File: config.mk
export PLATFORM = sky130hd
export DESIGN_NAME = quadrature_step_decoder
export DESIGN_NICKNAME = d
export VERILOG_FILES = /design/src/rtl/quadrature_step_decoder.sv
export SDC_FILE = /design/constraint.sdc
export NUM_CORES = 1
export LEC_CHECK = 0
export ABC_AREA = 1
export CELL_PAD_IN_SITES_DETAIL_PLACEMENT = 1
export CELL_PAD_IN_SITES_GLOBAL_PLACEMENT = 1
export CORE_MARGIN = 2
export CORE_UTILIZATION = 39
export CTS_BUF_LIST = sky130_fd_sc_hd__clkbuf_16
export DETAILED_ROUTE_END_ITERATION = 7
export MAX_ROUTING_LAYER = met4
export PLACE_DENSITY = 0.76
export SYNTH_ARGS = -nofsm -noshare
export SYNTH_HDL_FRONTEND = slang
export SYNTH_SLANG_ARGS = --single-unit
File: constraint.sdc
create_clock -name clk -period 2.4 [get_ports clk]
set_clock_uncertainty 0.2 [all_clocks]
set_input_delay 0.24 -clock clk [delete_from_list [all_inputs] [get_ports clk]]
set_output_delay 0.24 -clock clk [all_outputs]
set_load 0.005 [all_outputs]
File: src/rtl/quadrature_step_decoder.sv
// Quadrature decoder: synchronises A/B, emits step/go_down/error pulses and keeps a position count.
// Optional build macro QUAD_SATURATE_EN makes the count saturate (and flag error) instead of wrapping.
module quadrature_step_decoder #(
    parameter int WIDTH       = 4,
    parameter int SYNC_STAGES = 2
) (
    input  logic             clk,
    input  logic             reset,
    input  logic             quad_a,
    input  logic             quad_b,
    input  logic             clear,
    output logic [WIDTH-1:0] q_next,
    output logic             step,
    output logic             go_down,
    output logic             error
);

    typedef enum logic {
        PRIME = 1'b0,
        TRACK = 1'b1
    } state_t;

    localparam logic [2:0]       PRIME_LAST = 3'(SYNC_STAGES);
    localparam logic [WIDTH-1:0] COUNT_ONE  = WIDTH'(1);
    localparam logic [WIDTH-1:0] COUNT_MAX  = '1;

    logic [SYNC_STAGES-1:0] syncA_q, syncB_q;
    logic [1:0]             ab_s;
    state_t                 state_q, state_d;
    logic [2:0]             primeCnt_q, primeCnt_d;
    logic [1:0]             prevAb_q, prevAb_d;
    logic [WIDTH-1:0]       count_q, count_d;
    logic                   step_q, step_d;
    logic                   goDown_q, goDown_d;
    logic                   error_q, error_d;
    logic [1:0]             posPrev, posCur, delta;

    always_ff @(posedge clk or posedge reset) begin
        if (reset) begin
            syncA_q <= '0;
            syncB_q <= '0;
        end else begin
            syncA_q <= {syncA_q[SYNC_STAGES-2:0], quad_a};
            syncB_q <= {syncB_q[SYNC_STAGES-2:0], quad_b};
        end
    end

    assign ab_s = {syncA_q[SYNC_STAGES-1], syncB_q[SYNC_STAGES-1]};

    // Position of each phase pair along the up cycle 00,10,11,01; the 2-bit
    // difference is then 1 for up, 3 for down and 2 for a skipped state.
    assign posPrev = {prevAb_q[0], prevAb_q[1] ^ prevAb_q[0]};
    assign posCur  = {ab_s[0], ab_s[1] ^ ab_s[0]};
    assign delta   = posCur - posPrev;

    always_comb begin
        state_d    = state_q;
        primeCnt_d = primeCnt_q;
        prevAb_d   = prevAb_q;
        count_d    = count_q;
        step_d     = 1'b0;
        error_d    = 1'b0;
        goDown_d   = goDown_q;
        case (state_q)
            PRIME: begin
                if (primeCnt_q == PRIME_LAST) begin
                    prevAb_d = ab_s;
                    state_d  = TRACK;
                end else begin
                    primeCnt_d = primeCnt_q + 3'd1;
                end
            end
            TRACK: begin
                prevAb_d = ab_s;
                case (delta)
                    2'd1: begin
                        step_d   = 1'b1;
                        goDown_d = 1'b0;
`ifdef QUAD_SATURATE_EN
                        if (count_q == COUNT_MAX) error_d = 1'b1;
                        else                      count_d = count_q + COUNT_ONE;
`else
                        count_d = count_q + COUNT_ONE;
`endif
                    end
                    2'd3: begin
                        step_d   = 1'b1;
                        goDown_d = 1'b1;
`ifdef QUAD_SATURATE_EN
                        if (count_q == '0) error_d = 1'b1;
                        else               count_d = count_q - COUNT_ONE;
`else
                        count_d = count_q - COUNT_ONE;
`endif
                    end
                    2'd2:    error_d = 1'b1;
                    default: ;
                endcase
            end
            default: state_d = PRIME;
        endcase
        // Clear only touches the count; the pulses still report this cycle's decode.
        if (clear) count_d = '0;
    end

    always_ff @(posedge clk or posedge reset) begin
        if (reset) begin
            state_q    <= PRIME;
            primeCnt_q <= '0;
            prevAb_q   <= '0;
            count_q    <= '0;
            step_q     <= 1'b0;
            goDown_q   <= 1'b0;
            error_q    <= 1'b0;
        end else begin
            state_q    <= state_d;
            primeCnt_q <= primeCnt_d;
            prevAb_q   <= prevAb_d;
            count_q    <= count_d;
            step_q     <= step_d;
            goDown_q   <= goDown_d;
            error_q    <= error_d;
        end
    end

    assign q_next  = count_q;
    assign step    = step_q;
    assign go_down = goDown_q;
    assign error   = error_q;

endmodule

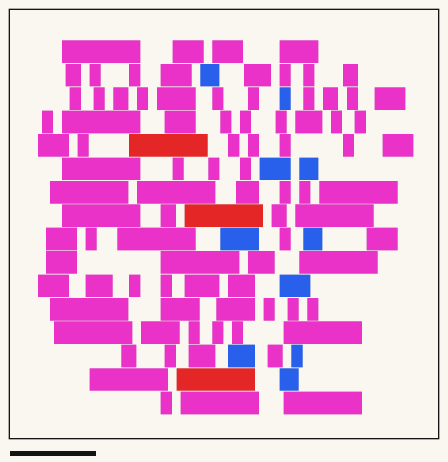
(images/drive_strength.png)
The bar under the picture is 10 µm long.
color	size	cells	share
red	drive 6 and up	3	3.0%
blue	drive 2	10	9.9%
magenta	drive 1 or less	88	87%

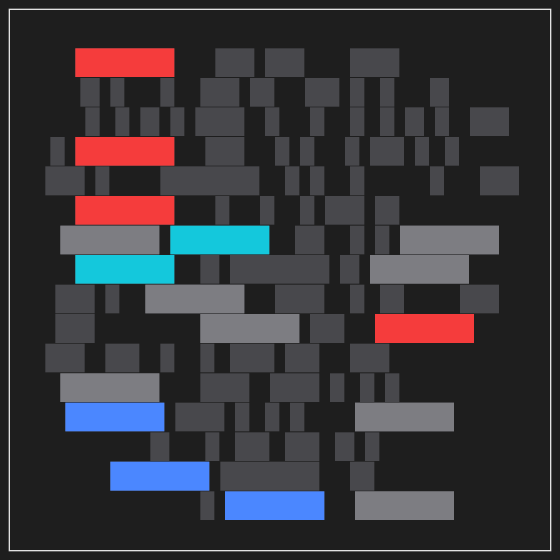
(images/registers.png)
color	netlist name	sequential cells
cyan	syncB_q	2
blue	primeCnt_q	3
red	q_next	4
not colored	8

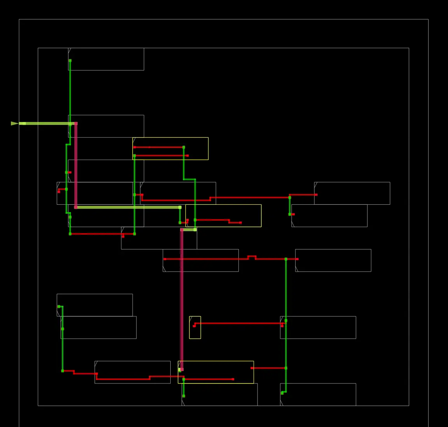
(images/final_clocks.png)
CTS buffer count: 3
Clock Buffer Count: 3
clock sinks: 17
registers: 17

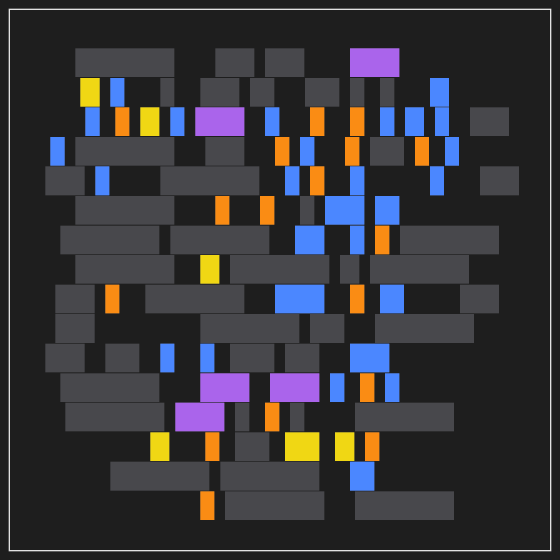
(images/gate_families.png)
color	family	cells	most used
orange	inverters	17	inv_1
blue	NAND gates	27	nand2_1
yellow	inverting AOI/OAI gates	6	o21ai_1
purple	adder and majority cells	5	ha_1

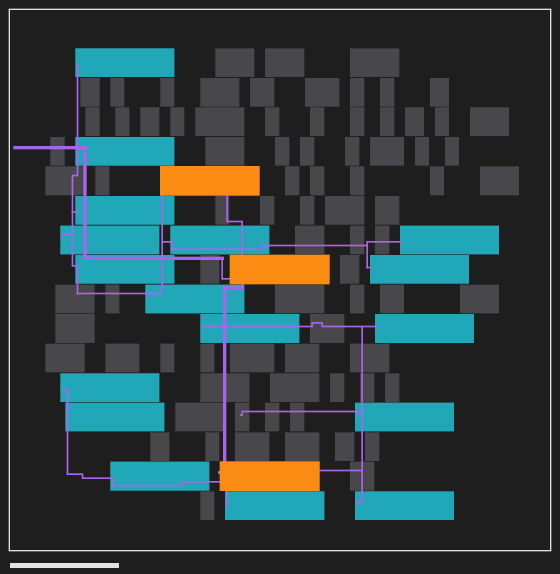
(images/clock_map.png)
The bar under the picture is 10 µm long.
[cyan] flip-flops | count: 17
[orange] cells driving clock nets | count: 3
[purple] clock wires | length: 231 µm
routed clock nets	4

-- worst reg2reg max path, cell delays in order (launching register included) --
cell	delay, ps
dfrtp_1	420
xnor2_1	150
ha_1	340
inv_2	100
nand3_2	100
inv_1	70
ha_1	230
inv_1	90
nor2_1	50
nor2_1	110
nand3_1	80
nand3_1	90
nand2_1	60
-- final cells by class --
class,count,share of cell area (%)
repair buffers,11,10.6
clock buffers,3,7.23
well taps,27,3.25
clock inverters,1,0.361
multi-input cells,52,31.4
inverters,17,6.14
flip-flops and latches,17,41.0
-- through the flow --
step                std cells  setup WS (ps)  total power [mW]
finish                    128            198             0.902
global route              128           36.9             0.959
detailed placement        124            178             0.580
floorplan                  86            364             0.474
CTS                       128            129             0.912
global placement          124            279             0.567
-- kinds of logic after synthesis --
family	count (synthesis)	synth area share (%)
multiplexers	1	1.38
AND-OR/OR-AND	6	4.14
flip-flops	17	52.1
AND/OR/NAND/NOR	34	20.4
XOR/XNOR	6	6.44
buffers and inverters	17	7.82
adder cells (fa/ha/maj)	5	7.67
-- flip-flops by register name, summed over array words and instances, names as in the netlist --
| signal | count |
|---|---|
| q_next | 4 |
| primeCnt_q | 3 |
| prevAb_q | 2 |
| syncA_q | 2 |
| syncB_q | 2 |
| error | 1 |
| go_down | 1 |
| state_q | 1 |
| step | 1 |
-- worst max-delay path by stage --
| stage | endpoint | slack (ps) | cells after the start |
|---|---|---|---|
| final | q_next[3] | 200 | 12 |
| after global routing | q_next[3] | 40 | 12 |
| after CTS | q_next[3] | 130 | 12 |
| after detailed placement | q_next[3] | 180 | 12 |
| after global placement | q_next[3] | 280 | 12 |
| after floorplan | q_next[3] | 360 | 12 |
-- power groups by stage --
stage | registers, mW | clock network, mW | logic [mW]
finish | 0.351 | 0.327 | 0.224
global route | 0.358 | 0.350 | 0.251
CTS | 0.352 | 0.332 | 0.227
detailed placement | 0.357 | 0 | 0.223
global placement | 0.355 | 0 | 0.212
floorplan | 0.353 | 0 | 0.120
-- routing by layer --
metal	wire length (µm)	vias up
met3	48	4
met5	0	-
met1	753	277
met2	797	10
met4	27	0
li1	-	294
-- synthesized netlist by cell type (all sizes together) --
cell type,count
nand2,21
dfrtp,17
inv,17
nor2,6
o21ai,6
ha,5
xor2,5
nand3,4
mux2,1
nand3b,1
nand4,1
nor3,1
xnor2,1
==> run notes <==
impl run done, here's what came out: Psw 0.249 mW, WP buf/inv 3, Critical Path AT 2140 ps, Finish-stage setup viols 0, Sequential Power Share 38.9%, Post-CTS Setup Inserts 0, clk ins delay skew pair 250 ps, Hold Crit Class register to register, # rows 16, Worst setup SP type register, layout cells sized above 1 12.9%, r2r setup slk 200 ps, Antenna Nets Post-Route 0, CTS Buffer Depth 2, initial antenna violation count 0, status completed, GRT Total Usage 16.0%, Unique masters post-synth 19, Sw Share 27.6%, Final Max Tran Viols 0, Setup crit start syncB_q[1], Chip Area 0.00247 mm², Fmax achieved 454 MHz, drt first pass iters 4, routing usage on met2 25.8%, worst endpoint required time 2330 ps, vias per std cell 4.57, Min-Delay Startpoint syncB_q[0], first-pass GRT wire length 2860 µm, Hold Crit Depth 0, Worst Path Max Fanout 4, Least-Margin Pin Slew 622 ps, H-tree levels 1, number of gates resized after CTS 0, delay-heaviest family, CP adder cells, top-level port count 12, register area 425 µm², CP Capture Type register, worst path cell trace xnor2_1 > ha_1 > inv_2 > nand3_2 > inv_1 > ha_1 > inv_1 > nor2_1 > nor2_1 > nand3_1 > nand3_1 > nand2_1, final core utilization 52.9%, largest area contributor in the netlist dfrtp_1, antenna diode count 0, P_leak 0.547 nW, Logic pwr share 24.8%, # Cells Yosys 86, clock power share 36.3%, Routability Congestion 0.844, Int Power 0.653 mW, Post-Layout Inst Area 0.00104 mm², Placed Area 960 µm², Logic cell area 327 µm², DRC Markers 0, worst r2r path cells 12, most common logic cells in the final layout nand2_1 (18), dfrtp_1 (17), inv_1 (16), clkdlybuf4s50_1 (11), Top-area cell share 52.1%, busiest grt layer met2, fill count 254, CP max stage delay 420 ps, synthesized netlist net count 96, Final Hold Vio Count 0, period utilisation layout 91.8%, Worst R2R Start syncB_q[1], PortBufs 11, Vias 585, Worst Hold Endpoint syncB_q[1], area of the core 0.00196 mm², Yosys Chip Area 816 µm², mapped cell area 816 µm², Warnings, synthesis 0, R2R Path End q_next[3], height of the die 49.7 µm, fp_density 41.6%, CTS tree built, setup tns final 0 ps, peak supply drop 536 µV, Wirelength per Cell 12.7 µm, tool warnings 27, Worst-path clk slew 50 ps, Slew Limit Headroom 58.5%, Post-Syn Area per Cell 9.49 µm², Root Buffer clkbuf_16, Setup CP Type register to register, Critical-path top delay cell dfrtp_1, dpl hpwl 1310 µm, grt met3 use 2.73%, Die Width 49.7 µm, final-stage net count 112, Syn Inst Count 86
Power is estimated from default activity; no workload was simulated.
